m2.png
Drawn at 3 px/um. Cells faint in the background.
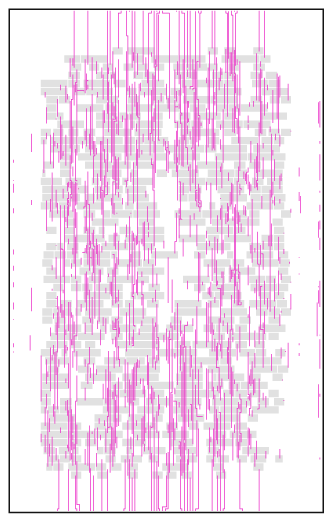
pinout.png
Drawn at 4 px/um. Pins as bars across the die edge, other pins in gray.
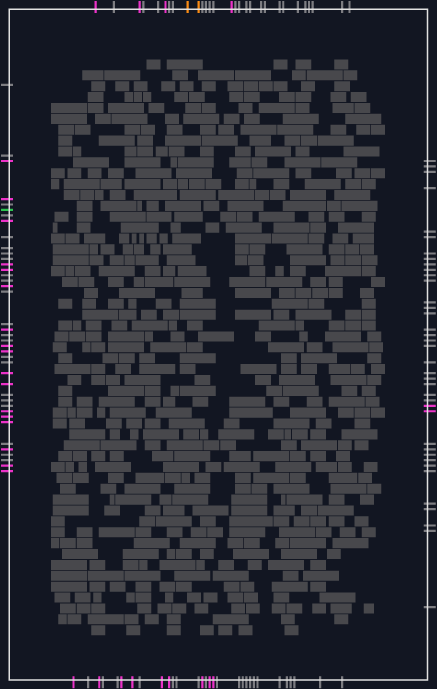
closeup.png
Window x 32 to 72, y 64 to 104 um. Cells in gray, sequential cells in the stronger gray; small squares are vias.
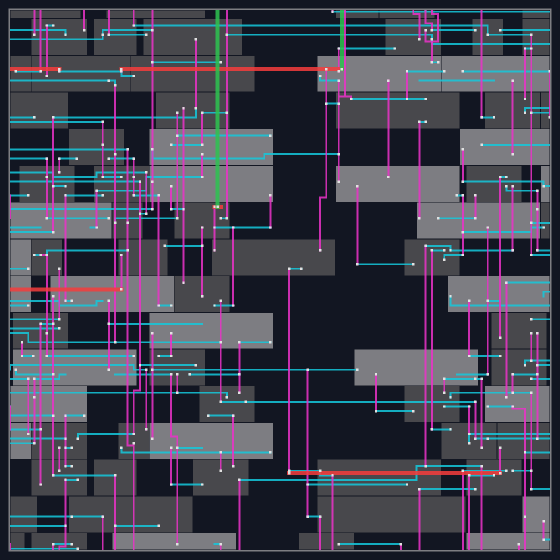
layers.png
Drawn at 3 px/um. Only two layers are drawn.
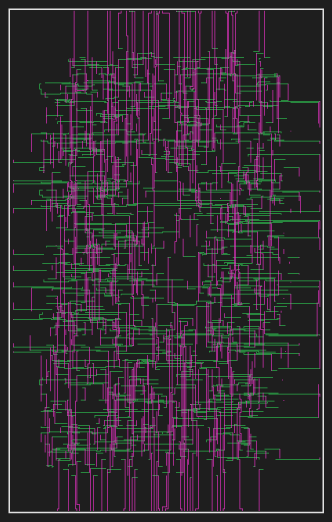
placed.png
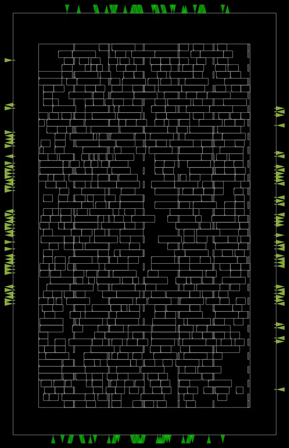
**src/rtl/pipe_pkg.sv**
```systemverilog
// Shared types and constants for instruction-carrying pipeline boundaries.
package pipe_pkg;

    // Fill level of a two-entry skid stage.
    typedef enum logic [1:0] {
        EMPTY = 2'b00,
        ONE   = 2'b01,
        TWO   = 2'b10
    } skid_state_t;

    localparam int          DEFAULT_INSTR_W = 32;
    localparam int          DEFAULT_PC_W    = 32;
    localparam logic [31:0] DEFAULT_NOP     = 32'h0000_0000;

    // Default-width entry. A stage with other widths declares its own packed
    // struct with the same {instr, pc} layout.
    typedef struct packed {
        logic [DEFAULT_INSTR_W-1:0] instr;
        logic [DEFAULT_PC_W-1:0]    pc;
    } pipe_entry_t;

    // Number of live entries for a given state.
    function automatic logic [1:0] state_count(skid_state_t s);
        case (s)
            ONE:     return 2'd1;
            TWO:     return 2'd2;
            default: return 2'd0;
        endcase
    endfunction

endpackage

```
**src/rtl/stage_entry_reg.sv**
```systemverilog
// Width-parametrised storage register with async active-low clear and load enable.
module stage_entry_reg #(
    parameter int W = 64
) (
    input  logic         clk,
    input  logic         rst_n,
    input  logic         load,
    input  logic [W-1:0] d,
    output logic [W-1:0] q
);

    // Capture d when load is high; clear asynchronously on reset.
    always_ff @(posedge clk or negedge rst_n) begin
        if (!rst_n) begin
            q <= '0;
        end else if (load) begin
            q <= d;
        end
    end

endmodule

```
**src/rtl/ifid_skid_stage.sv**
```systemverilog
// IF/ID boundary: two-entry skid buffer with valid/ready handshake and flush.
// in_ready is decoded purely from the state register, so there is no
// combinational path from out_ready back to fetch.
module ifid_skid_stage
    import pipe_pkg::*;
#(
    parameter int                   INSTR_W   = DEFAULT_INSTR_W,
    parameter int                   PC_W      = DEFAULT_PC_W,
    parameter logic [INSTR_W-1:0]   NOP_INSTR = INSTR_W'(DEFAULT_NOP)
) (
    input  logic               clk,
    input  logic               startin,
    input  logic               in_valid,
    output logic               in_ready,
    input  logic [INSTR_W-1:0] instruction,
    input  logic [PC_W-1:0]    pcIn,
    input  logic               flush,
    output logic               out_valid,
    input  logic               out_ready,
    output logic [INSTR_W-1:0] ins,
    output logic [PC_W-1:0]    pc,
    output logic [1:0]         occupancy
);

    typedef struct packed {
        logic [INSTR_W-1:0] instr;
        logic [PC_W-1:0]    pc;
    } entry_t;

    localparam int ENTRY_W = $bits(entry_t);

    skid_state_t state;
    skid_state_t state_nxt;
    entry_t      in_entry;
    entry_t      main_d;
    entry_t      main_q;
    entry_t      skid_q;
    logic        main_load;
    logic        skid_load;
    logic        accept;
    logic        fire;

    assign in_entry  = '{instr: instruction, pc: pcIn};
    assign in_ready  = (state != TWO);
    assign out_valid = (state != EMPTY);
    assign accept    = in_valid & in_ready;
    assign fire      = out_valid & out_ready;

    // Next-state and load decisions; flush overrides everything and drops the
    // incoming entry, so no register is loaded in a flush cycle.
    always_comb begin
        state_nxt = state;
        main_load = 1'b0;
        skid_load = 1'b0;
        main_d    = in_entry;
        if (flush) begin
            state_nxt = EMPTY;
        end else begin
            case (state)
                EMPTY: begin
                    if (accept) begin
                        main_load = 1'b1;
                        state_nxt = ONE;
                    end
                end
                ONE: begin
                    if (accept && fire) begin
                        main_load = 1'b1;
                    end else if (accept) begin
                        skid_load = 1'b1;
                        state_nxt = TWO;
                    end else if (fire) begin
                        state_nxt = EMPTY;
                    end
                end
                TWO: begin
                    if (fire) begin
                        main_load = 1'b1;
                        main_d    = skid_q;
                        state_nxt = ONE;
                    end
                end
                default: begin
                    state_nxt = EMPTY;
                end
            endcase
        end
    end

    // State register.
    always_ff @(posedge clk or negedge startin) begin
        if (!startin) begin
            state <= EMPTY;
        end else begin
            state <= state_nxt;
        end
    end

    stage_entry_reg #(.W(ENTRY_W)) u_main (
        .clk   (clk),
        .rst_n (startin),
        .load  (main_load),
        .d     (main_d),
        .q     (main_q)
    );

    stage_entry_reg #(.W(ENTRY_W)) u_skid (
        .clk   (clk),
        .rst_n (startin),
        .load  (skid_load),
        .d     (in_entry),
        .q     (skid_q)
    );

    // The main entry drives decode; pc is left showing its last value when empty.
    assign ins       = out_valid ? main_q.instr : NOP_INSTR;
    assign pc        = main_q.pc;
    assign occupancy = state_count(state);

endmodule

```
**config.mk**
```make
export PLATFORM = sky130hd
export DESIGN_NAME = ifid_skid_stage
export DESIGN_NICKNAME = d
export VERILOG_FILES = /design/src/rtl/pipe_pkg.sv /design/src/rtl/stage_entry_reg.sv /design/src/rtl/ifid_skid_stage.sv
export SDC_FILE = /design/constraint.sdc
export NUM_CORES = 1
export LEC_CHECK = 0
export ABC_CLOCK_PERIOD_IN_PS = 2800
export CORE_ASPECT_RATIO = 1.75
export CORE_MARGIN = 10
export CORE_UTILIZATION = 50
export DETAILED_ROUTE_END_ITERATION = 10
export HOLD_SLACK_MARGIN = 0.08
export PLACE_DENSITY_LB_ADDON = 0.1
export SLEW_MARGIN = 30
export SYNTH_ARGS = -nofsm -noshare
export SYNTH_HDL_FRONTEND = slang
export SYNTH_SLANG_ARGS = --single-unit
```
**constraint.sdc**
```tcl
create_clock -name clk -period 2.8 [get_ports clk]
set_input_delay 0.84 -clock clk [delete_from_list [all_inputs] [get_ports clk]]
set_output_delay 0.84 -clock clk [all_outputs]
set_load 0.01 [all_outputs]
```
==> run_results.csv <==
group,metric,value,unit
outcome,status,"finished clean",
synthesis,ys_cells,424,
placed_design,dp.cells,682,
synthesis,ff_type,"dfrtp_1",
sta,hold_viol,0,
critical_path,cp_data_required_time,1960,ps
synthesis,yosysTopAreaCell,"dfrtp_1",
sta,whs,387,ps
drt,viasPerCell,5.13,
synthesis,ys_seq_share,52.5,%
sta,finClkSkew,7.49,ps
synthesis,xor_area_share,0.141,%
drt,wl,13600,um
critical_path,startpoint,"state[0]",
placed_design,hpwl,9270,um
clock_tree,cts_tree,"built",
critical_path,critical-path-max-stage-delay,590,ps
cells_and_area,stdcell_area,8170,sq um
cells_and_area,finalNetCount,605,
critical_path,cp_top_family,"buffers and inverters",
cells_and_area,nFlopsAndLatches,130,
synthesis,topCombFamilyByArea,"multiplexers",
cells_and_area,clock_area_share,7.56,%
drt,routedWlPerCell,19.1,um
power_and_ir_drop,ir_drop,0.472,mV
synthesis,synth_cells,424,
cells_and_area,buffer_area_share,18.9,%
power_and_ir_drop,p_per_area,745,nW/um^2
sta,setup_ws,78.6,ps
synthesis,synth-edff-count,0,
placed_design,numPortBuffers,136,
synthesis,ys_sh_adder,0,%
placed_design,gp_congestion,0.698,
synthesis,ys_ff,130,
cells_and_area,comb_cells,238,
Notes on m2.png above:
wire length on this layer: 7,080 um
share of all routed wire: 52%
main direction: vertical

Notes on pinout.png above:
[green] `out_valid` | pins: 1 | direction: output | edge: west
[magenta] `instruction` | pins: 32 | direction: input | edge: 17 west, 9 south, 4 north, 2 east
[orange] `occupancy` | pins: 2 | direction: output | edge: north
all pins by edge: 40 west, 38 east, 30 south, 29 north
Die H: 167 um
Die Wd: 104 um

Notes on closeup.png above:
[magenta] M2
[cyan] M1
[red] M3
[green] M4
sequential cells in the window: 16
netlist names of flops here include: `u_skid.q` (9), `u_main.q` (7)
most frequent: mux2_2 (21), dfrtp_1 (16), clkbuf_16 (5)
cells with their middle in the window: 55

Notes on layers.png above:
[magenta] M2 | wire length: 7,080 um
[green] M1 | wire length: 5,540 um

Notes on placed.png above:
Post-Layout Cell Count: 714
n_taps: 165

[layer usage]
layer | vias to the layer above | track usage, % | routed length [um]
li1 | 1672 | - | -
met4 | 0 | 5.05 | 142
met1 | 1889 | 17.8 | 5540
met2 | 96 | 28.2 | 7080
met5 | - | 0 | 0
met3 | 9 | 6.23 | 842
[registers in the layout, indices dropped and copies added (netlist names)]
signal	cells
state	2
u_main.q	64
u_skid.q	64
[worst paths after layout]
path                                     end  slack, ps  depth (start not counted)
min in group clk                u_main.q[34]        500                          1
worst max register to register  u_main.q[49]        920                          5
worst max-delay path                  ins[2]         80                          4
max in group asynchronous        u_skid.q[1]       1720                          2
worst min register to register  u_main.q[34]        500                          1
worst min-delay path            u_main.q[24]        390                          1
No activity file was given, so power comes from the tool's default toggle rates.
